`src/rtl/bcd2_down_timer_if.sv`:
```
// Control/status bundle for the two-digit BCD countdown timer.
// The master drives the count/load/start/stop requests; the slave returns the count and status.
interface bcd2_down_timer_if;
  logic       x;
  logic       load;
  logic [7:0] load_val;
  logic       start;
  logic       stop;
  logic [7:0] bcd2_out;
  logic       running;
  logic       done;

  modport master (
    output x, load, load_val, start, stop,
    input  bcd2_out, running, done
  );

  modport slave (
    input  x, load, load_val, start, stop,
    output bcd2_out, running, done
  );
endinterface

```
`src/rtl/bcd2_down_timer.sv`:
```
// Two-digit packed-BCD countdown timer with load, start/stop and a one-cycle done pulse.
//
// state | meaning
// IDLE  | loaded, not counting
// RUN   | decrementing on each qualified x
// PAUSE | frozen mid-count
// DONE  | reached 00, holds until load/reset
module bcd2_down_timer (
  input  logic                     clk,
  input  logic                     reset,
  bcd2_down_timer_if.slave         bus
);

  typedef enum logic [1:0] {IDLE, RUN, PAUSE, DONE} state_t;

  state_t     state_q, state_d;
  logic [7:0] count_q, count_d;
  logic       done_q, done_d;
  logic [7:0] load_clamped;
  logic [7:0] count_dec;

  // Out-of-range digits saturate at 9 so the count is always valid BCD.
  always_comb begin
    load_clamped[7:4] = (bus.load_val[7:4] > 4'd9) ? 4'd9 : bus.load_val[7:4];
    load_clamped[3:0] = (bus.load_val[3:0] > 4'd9) ? 4'd9 : bus.load_val[3:0];
  end

  always_comb begin
    count_dec = count_q;
    if (count_q[3:0] != 4'd0) begin
      count_dec[3:0] = count_q[3:0] - 4'd1;
    end else begin
      count_dec[3:0] = 4'd9;
      count_dec[7:4] = count_q[7:4] - 4'd1;
    end
  end

  always_comb begin
    state_d = state_q;
    count_d = count_q;
    done_d  = 1'b0;
    case (state_q)
      IDLE: begin
        if (bus.load) begin
          count_d = load_clamped;
        end else if (bus.start && (count_q != 8'h00)) begin
          state_d = RUN;
        end
      end
      RUN: begin
        // Load is ignored while running; stop outranks a same-cycle x.
        if (bus.stop) begin
          state_d = PAUSE;
        end else if (bus.x && (count_q != 8'h00)) begin
          count_d = count_dec;
          if (count_q == 8'h01) begin
            state_d = DONE;
            done_d  = 1'b1;
          end
        end
      end
      PAUSE: begin
        if (bus.load) begin
          count_d = load_clamped;
          state_d = IDLE;
        end else if (!bus.stop && bus.start) begin
          state_d = RUN;
        end
      end
      DONE: begin
        if (bus.load) begin
          count_d = load_clamped;
          state_d = IDLE;
        end
      end
      default: begin
        state_d = IDLE;
        count_d = 8'h00;
      end
    endcase
  end

  always_ff @(posedge clk) begin
    if (reset) begin
      state_q <= IDLE;
      count_q <= 8'h00;
      done_q  <= 1'b0;
    end else begin
      state_q <= state_d;
      count_q <= count_d;
      done_q  <= done_d;
    end
  end

  assign bus.bcd2_out = count_q;
  assign bus.running  = (state_q == RUN);
  assign bus.done     = done_q;

endmodule

```
`src/flat_wrapper.sv`:
```
// flat-port wrapper written by rule: the top's interface ports become plain ports
module bcd2_down_timer_flat 
  (clk, reset, bus_x, bus_load, bus_load_val, bus_start, bus_stop, bus_bcd2_out, bus_running, bus_done);
  bcd2_down_timer_if bus_i ();
  input  logic clk;
  input  logic reset;
  input wire logic [$bits(bus_i.x)-1:0] bus_x;
  input wire logic [$bits(bus_i.load)-1:0] bus_load;
  input wire logic [$bits(bus_i.load_val)-1:0] bus_load_val;
  input wire logic [$bits(bus_i.start)-1:0] bus_start;
  input wire logic [$bits(bus_i.stop)-1:0] bus_stop;
  output wire logic [$bits(bus_i.bcd2_out)-1:0] bus_bcd2_out;
  output wire logic [$bits(bus_i.running)-1:0] bus_running;
  output wire logic [$bits(bus_i.done)-1:0] bus_done;
  assign bus_i.x = bus_x;
  assign bus_i.load = bus_load;
  assign bus_i.load_val = bus_load_val;
  assign bus_i.start = bus_start;
  assign bus_i.stop = bus_stop;
  assign bus_bcd2_out = bus_i.bcd2_out;
  assign bus_running = bus_i.running;
  assign bus_done = bus_i.done;
  bcd2_down_timer u_core (.clk(clk), .reset(reset), .bus(bus_i));
endmodule
```
`config.mk`:
```
export PLATFORM = sky130hd
export DESIGN_NAME = bcd2_down_timer_flat
export DESIGN_NICKNAME = d
export VERILOG_FILES = /design/src/rtl/bcd2_down_timer_if.sv /design/src/rtl/bcd2_down_timer.sv /design/src/flat_wrapper.sv
export SDC_FILE = /design/constraint.sdc
export NUM_CORES = 1
export LEC_CHECK = 0
export CAP_MARGIN = 20
export CORE_MARGIN = 5
export CORE_UTILIZATION = 53
export DETAILED_ROUTE_END_ITERATION = 8
export DONT_BUFFER_PORTS = 1
export PLACE_DENSITY = 0.74
export SLEW_MARGIN = 5
export SYNTH_ARGS = -nofsm -noshare
export SYNTH_HDL_FRONTEND = slang
export SYNTH_SLANG_ARGS = --single-unit
```
`constraint.sdc`:
```
create_clock -name clk -period 1.52 [get_ports clk]
set_input_delay 0.152 -clock clk [delete_from_list [all_inputs] [get_ports clk]]
set_output_delay 0.152 -clock clk [all_outputs]
set_load 0.01 [all_outputs]
```
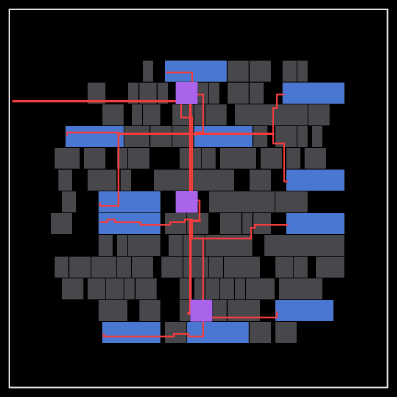
Figure 1: run 1, clock network drawn from the DEF.
Drawn at 8 px/um.
flip-flops: marked blue, count 11. clock wires: marked red, length 199 um. clock drivers: marked purple, count 3.
There are 4 routed clock nets.

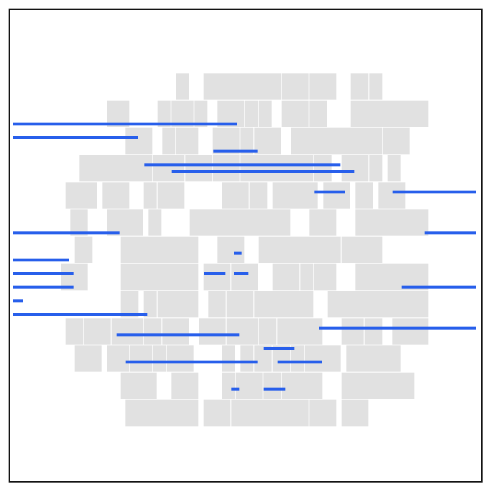
Figure 2: run 1, M3 wires.
Drawn at 10 px/um.
The layer carries 192 um of wire. 20 nets have wire on it.
DRT Wirelength: 2170 um
met3 Track Usage GR: 0.0460

==> results.yml, run 1 <==
# yosys + openroad results
sta:
  hold_viol: 8
  setup_slack_ns: -0.212
  period_needed_ns: 1.73
  setup_violations: 9
  whs_ns: -0.0717
global_route:
  gr-total-overflow: 0
  track_usage: 0.220
  use_met2: 0.363
clocking:
  post_cts_buffers: 1
  cts_max_level: 1
  clock-sinks: 11
  cts_tree: "yes"
final_layout:
  largest_reg_flops: 8
  post_route_cells_drive_above_1_share: 0.381
  nClkBuffers: 4
  flops: 11
  final_cell_mix: "16 x buf_4, 9 x nor2_1, 7 x a21oi_1"
  nonClkBufAreaFrac: 0.136
  fill_cells: 105
  lay_top_count: "buf_4"
  antenna_cells: 0
  fin_nets: 122
place:
  port_buffers: 0
  dp_hpwl_um: 1520
routing:
  antenna_left: 0
  drc: 0
  drt-met1-wl_um: 871
  route.met2.wl_um: 1090
die:
  die_area_sq_um: 2220
  num_rows: 13
logic_synthesis:
  edf_count: 0
  ys_top_cells_by_area: "dfxtp_1 30%, o211ai_1 5.1%, a21oi_1 4.8%, o21ai_0 4.8%, nor2_1 4.6%"
  syn_inst: 86
  synth_cell_types: 35
  synthSimpleGateAreaFrac: 0.304
  synth_top_flop_cell: "dfxtp_1"
worst_hold_path:
  min_path_cells: 1
  hp-start: "reset"
power_and_ir_drop:
  power_leader: "registers"
  pg_clk_mw: 0.217
  power_density_nw_per_um2: 908
worst_setup_path:
  cp.depth: 4
  crit_slowest_cell: "or4_4"
  path_max_fanout: 6
outcome:
  status: "finished with violations"
  violations: "hold timing, setup timing"
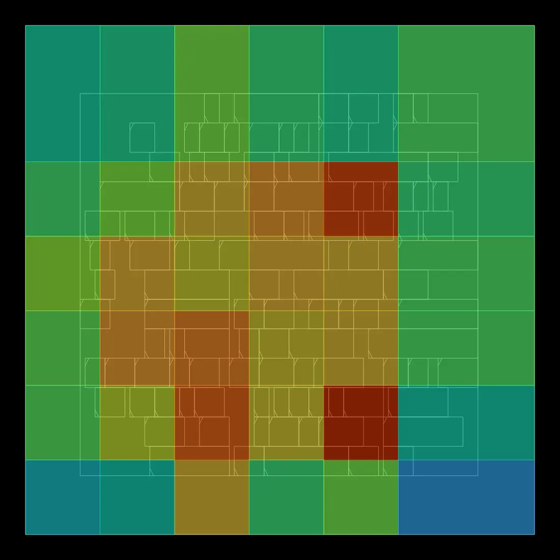
Figure 3: run 1, routing congestion.
Top Usage Layer GRT: met2
met1 usage: 0.272

## Run 2: what changed since run 1
--- a/config.mk
+++ b/config.mk
@@ -6,11 +6,11 @@
 export NUM_CORES = 1
 export LEC_CHECK = 0
 export CAP_MARGIN = 20
-export CORE_MARGIN = 5
-export CORE_UTILIZATION = 53
+export CORE_AREA = 2 2 39 41
 export DETAILED_ROUTE_END_ITERATION = 8
+export DIE_AREA = 0 0 41 43
 export DONT_BUFFER_PORTS = 1
-export PLACE_DENSITY = 0.74
+export PLACE_DENSITY = 0.73
 export SLEW_MARGIN = 5
 export SYNTH_ARGS = -nofsm -noshare
 export SYNTH_HDL_FRONTEND = slang
==> constraint.sdc (replaced) <==
create_clock -name clk -period 1.85 [get_ports clk]
set_input_delay 0.185 -clock clk [delete_from_list [all_inputs] [get_ports clk]]
set_output_delay 0.185 -clock clk [all_outputs]
set_load 0.01 [all_outputs]
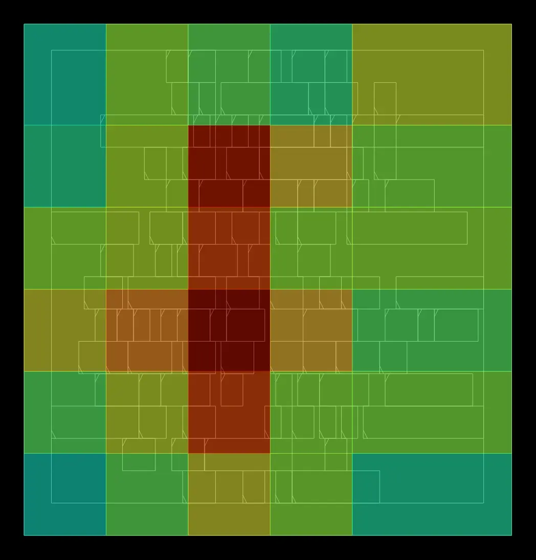
Figure 4: run 2, routing congestion.
All-Layer GR Usage: 0.243
Final Core Density: 0.607

==> run 2 against run 1 <==
  * The flow now finishes without violations
  * Sequential share of layout area increased by 2.5 points
  * Maximum frequency decreased by 1.6%
  * Worst hold slack improved by 0.15 ns
  * Clock skew about the same
  * Worst setup slack improved by 0.30 ns
==> results.yml, run 2 <==
# yosys + openroad results
outcome:
  status: "complete, no violations"
sta:
  whs_ns: 0.0807
  hold_viol: 0
  drv_slew: 0
  period_needed_ns: 1.76
  period_used_share: 0.951
  setup_violations: 0
  fmax_mhz: 568
  setup_slack_ns: 0.0901
final_layout:
  antenna_cells: 0
  final_cell_mix: "11 x dfxtp_1, 9 x nor2_1, 7 x o21ai_0, 7 x a21oi_1, 7 x buf_4"
  stdcell_area_sq_um: 840
  largest_reg_flops: 8
  post_route_cells_drive_above_1_share: 0.186
  nClkBuffers: 4
  instances_no_fill: 113
  fill_cells: 122
  lay_top_count: "dfxtp_1"
  nonClkBufAreaFrac: 0.0864
  flops: 11
  fin_nets: 114
logic_synthesis:
  synth_cell_types: 35
  syn_inst: 86
  postSynthAreaPerCell_sq_um: 8.48
  synth_top_flop_cell: "dfxtp_1"
  common_cells: "11 x dfxtp_1, 9 x nor2_1, 7 x a21oi_1, 7 x o21ai_0, 6 x nand2_1"
  ys_top_cells_by_area: "dfxtp_1 30%, o211ai_1 5.1%, a21oi_1 4.8%, o21ai_0 4.8%, nor2_1 4.6%"
  synthSimpleGateAreaFrac: 0.304
  edf_count: 0
power_and_ir_drop:
  power_leader: "registers"
  power_density_nw_per_um2: 765
  fin_total_pwr_mw: 0.642
  pg_clk_mw: 0.169
clocking:
  cts_max_level: 1
  cts_tree: "yes"
  post_cts_buffers: 0
  clock-sinks: 11
worst_setup_path:
  path_max_fanout: 3
  reg2reg_slack_ns: 0.09
  crit_slowest_cell: "or3b_2"
  rr_endpoint: "u_core.bus.bcd2_out[2]"
  cp.depth: 6
global_route:
  use_met1: 0.336
  gr-total-overflow: 0
  use_met2: 0.344
  grt-busiest-layer: "met2"
  use_met3: 0.0576
routing:
  wl_um: 1910
  drt-met1-wl_um: 820
  antenna_left: 0
  route.met2.wl_um: 909
  first_iter_violations: 35
  drc: 0
die:
  num_rows: 14
  die_area_sq_um: 1760
place:
  dpl.cell_count: 107
  dp_hpwl_um: 1380
worst_hold_path:
  min_path_cells: 2
  hp-start: "reset"
  hold_path.class: "in2reg"
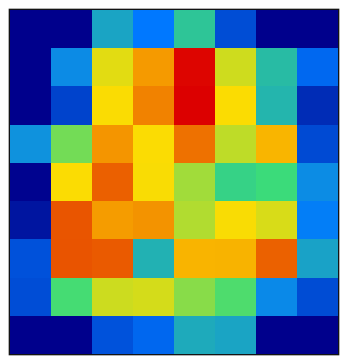
Figure 5: run 2, cell density map.
Drawn at 8 px/um. 8 x 9 tiles, from dark blue (low) to red (high), 0 to 100% covered.
The densest ninth of the die: middle. The mean over all tiles is 47%. The emptiest ninth of the die: top left. 22% of the tiles are over 75% full. 15% of the tiles are nearly empty.

## Run 3: what changed since run 2
--- a/config.mk
+++ b/config.mk
@@ -11,7 +11,7 @@
 export DIE_AREA = 0 0 41 43
 export DONT_BUFFER_PORTS = 1
 export PLACE_DENSITY = 0.73
-export SLEW_MARGIN = 5
+export SLEW_MARGIN = 20
 export SYNTH_ARGS = -nofsm -noshare
 export SYNTH_HDL_FRONTEND = slang
 export SYNTH_SLANG_ARGS = --single-unit
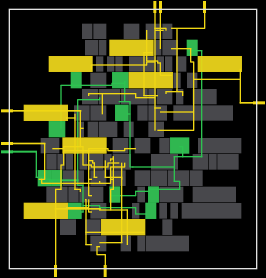
Figure 6: run 3, wires at chosen ports, followed through buffers.
Drawn at 6 px/um.
bus_bcd2_out: marked yellow, bits 8, direction output, end cells 8, buffers 6, wire 356 um. reset: marked green, bits 1, direction input, end cells 12, buffers 1, wire 141 um.
PortBufs: 0
# IOs: 24

==> run 3 against run 2 <==
  * Clock skew unchanged
  * Cell area unchanged
  * Global-route usage stayed put
  * Routed wire length unchanged
  * Count of clock-buffer cells in the layout is the same
  * Die area is the same
  * Sequential share of layout area stayed put
==> results.yml, run 3 <==
# yosys + openroad results
logic_synthesis:
  edf_count: 0
  ys_top_cells_by_area: "dfxtp_1 30%, o211ai_1 5.1%, a21oi_1 4.8%, o21ai_0 4.8%, nor2_1 4.6%"
  floorplan.nets: 102
  common_cells: "11 x dfxtp_1, 9 x nor2_1, 7 x a21oi_1, 7 x o21ai_0, 6 x nand2_1"
  postSynthSeqShare: 0.302
  synthSimpleGateAreaFrac: 0.304
  syn_inst: 86
  synth_cell_types: 35
routing:
  first_iter_violations: 35
  antenna_left: 0
  drt-met1-wl_um: 820
  route.met2.wl_um: 909
clocking:
  cts_max_level: 1
  clock-sinks: 11
  cts_tree: "yes"
  post_cts_buffers: 0
sta:
  relSlewSlack: 0.642
  drv_slew: 0
  fmax_mhz: 568
  period_used_share: 0.951
  period_needed_ns: 1.76
  setup_violations: 0
  whs_ns: 0.0807
  hold_viol: 0
final_layout:
  lay_top_count: "dfxtp_1"
  final_cell_mix: "11 x dfxtp_1, 9 x nor2_1, 7 x o21ai_0, 7 x a21oi_1, 7 x buf_4"
  nonClkBufAreaFrac: 0.0864
  fin_nets: 114
  antenna_cells: 0
  instances_no_fill: 113
  flops: 11
  largest_reg_flops: 8
  fin_util: 0.607
die:
  num_rows: 14
  die_area_sq_um: 1760
worst_setup_path:
  path_max_fanout: 3
  rr_endpoint: "u_core.bus.bcd2_out[2]"
  crit_slowest_cell: "or3b_2"
  cp.depth: 6
  endpoint: "u_core.bus.bcd2_out[2]"
  reg2reg_slack_ns: 0.09
global_route:
  gr-total-overflow: 0
  use_met1: 0.336
  grt-busiest-layer: "met2"
  track_usage: 0.243
  use_met2: 0.344
place:
  dpl.cell_count: 107
  dp_hpwl_um: 1380
power_and_ir_drop:
  fin_total_pwr_mw: 0.642
  power_leader: "registers"
  pg_clk_mw: 0.169
  power_density_nw_per_um2: 765
  p_int_mw: 0.426
worst_hold_path:
  hp-start: "reset"
  min_path_cells: 2
  hold_path.class: "in2reg"
outcome:
  status: "complete, no violations"
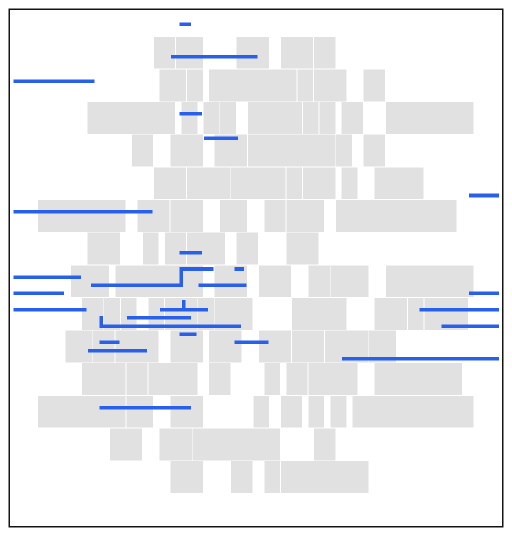
Figure 7: run 3, M3 wires.
Drawn at 12 px/um.
19 nets have wire on it. The longest straight run is 12.8 um. The layer holds 6.7% of the routed length. The layer carries 128 um of wire.
DR vias: 762
DRT Wirelength: 1910 um
met3 Track Usage GR: 0.0576

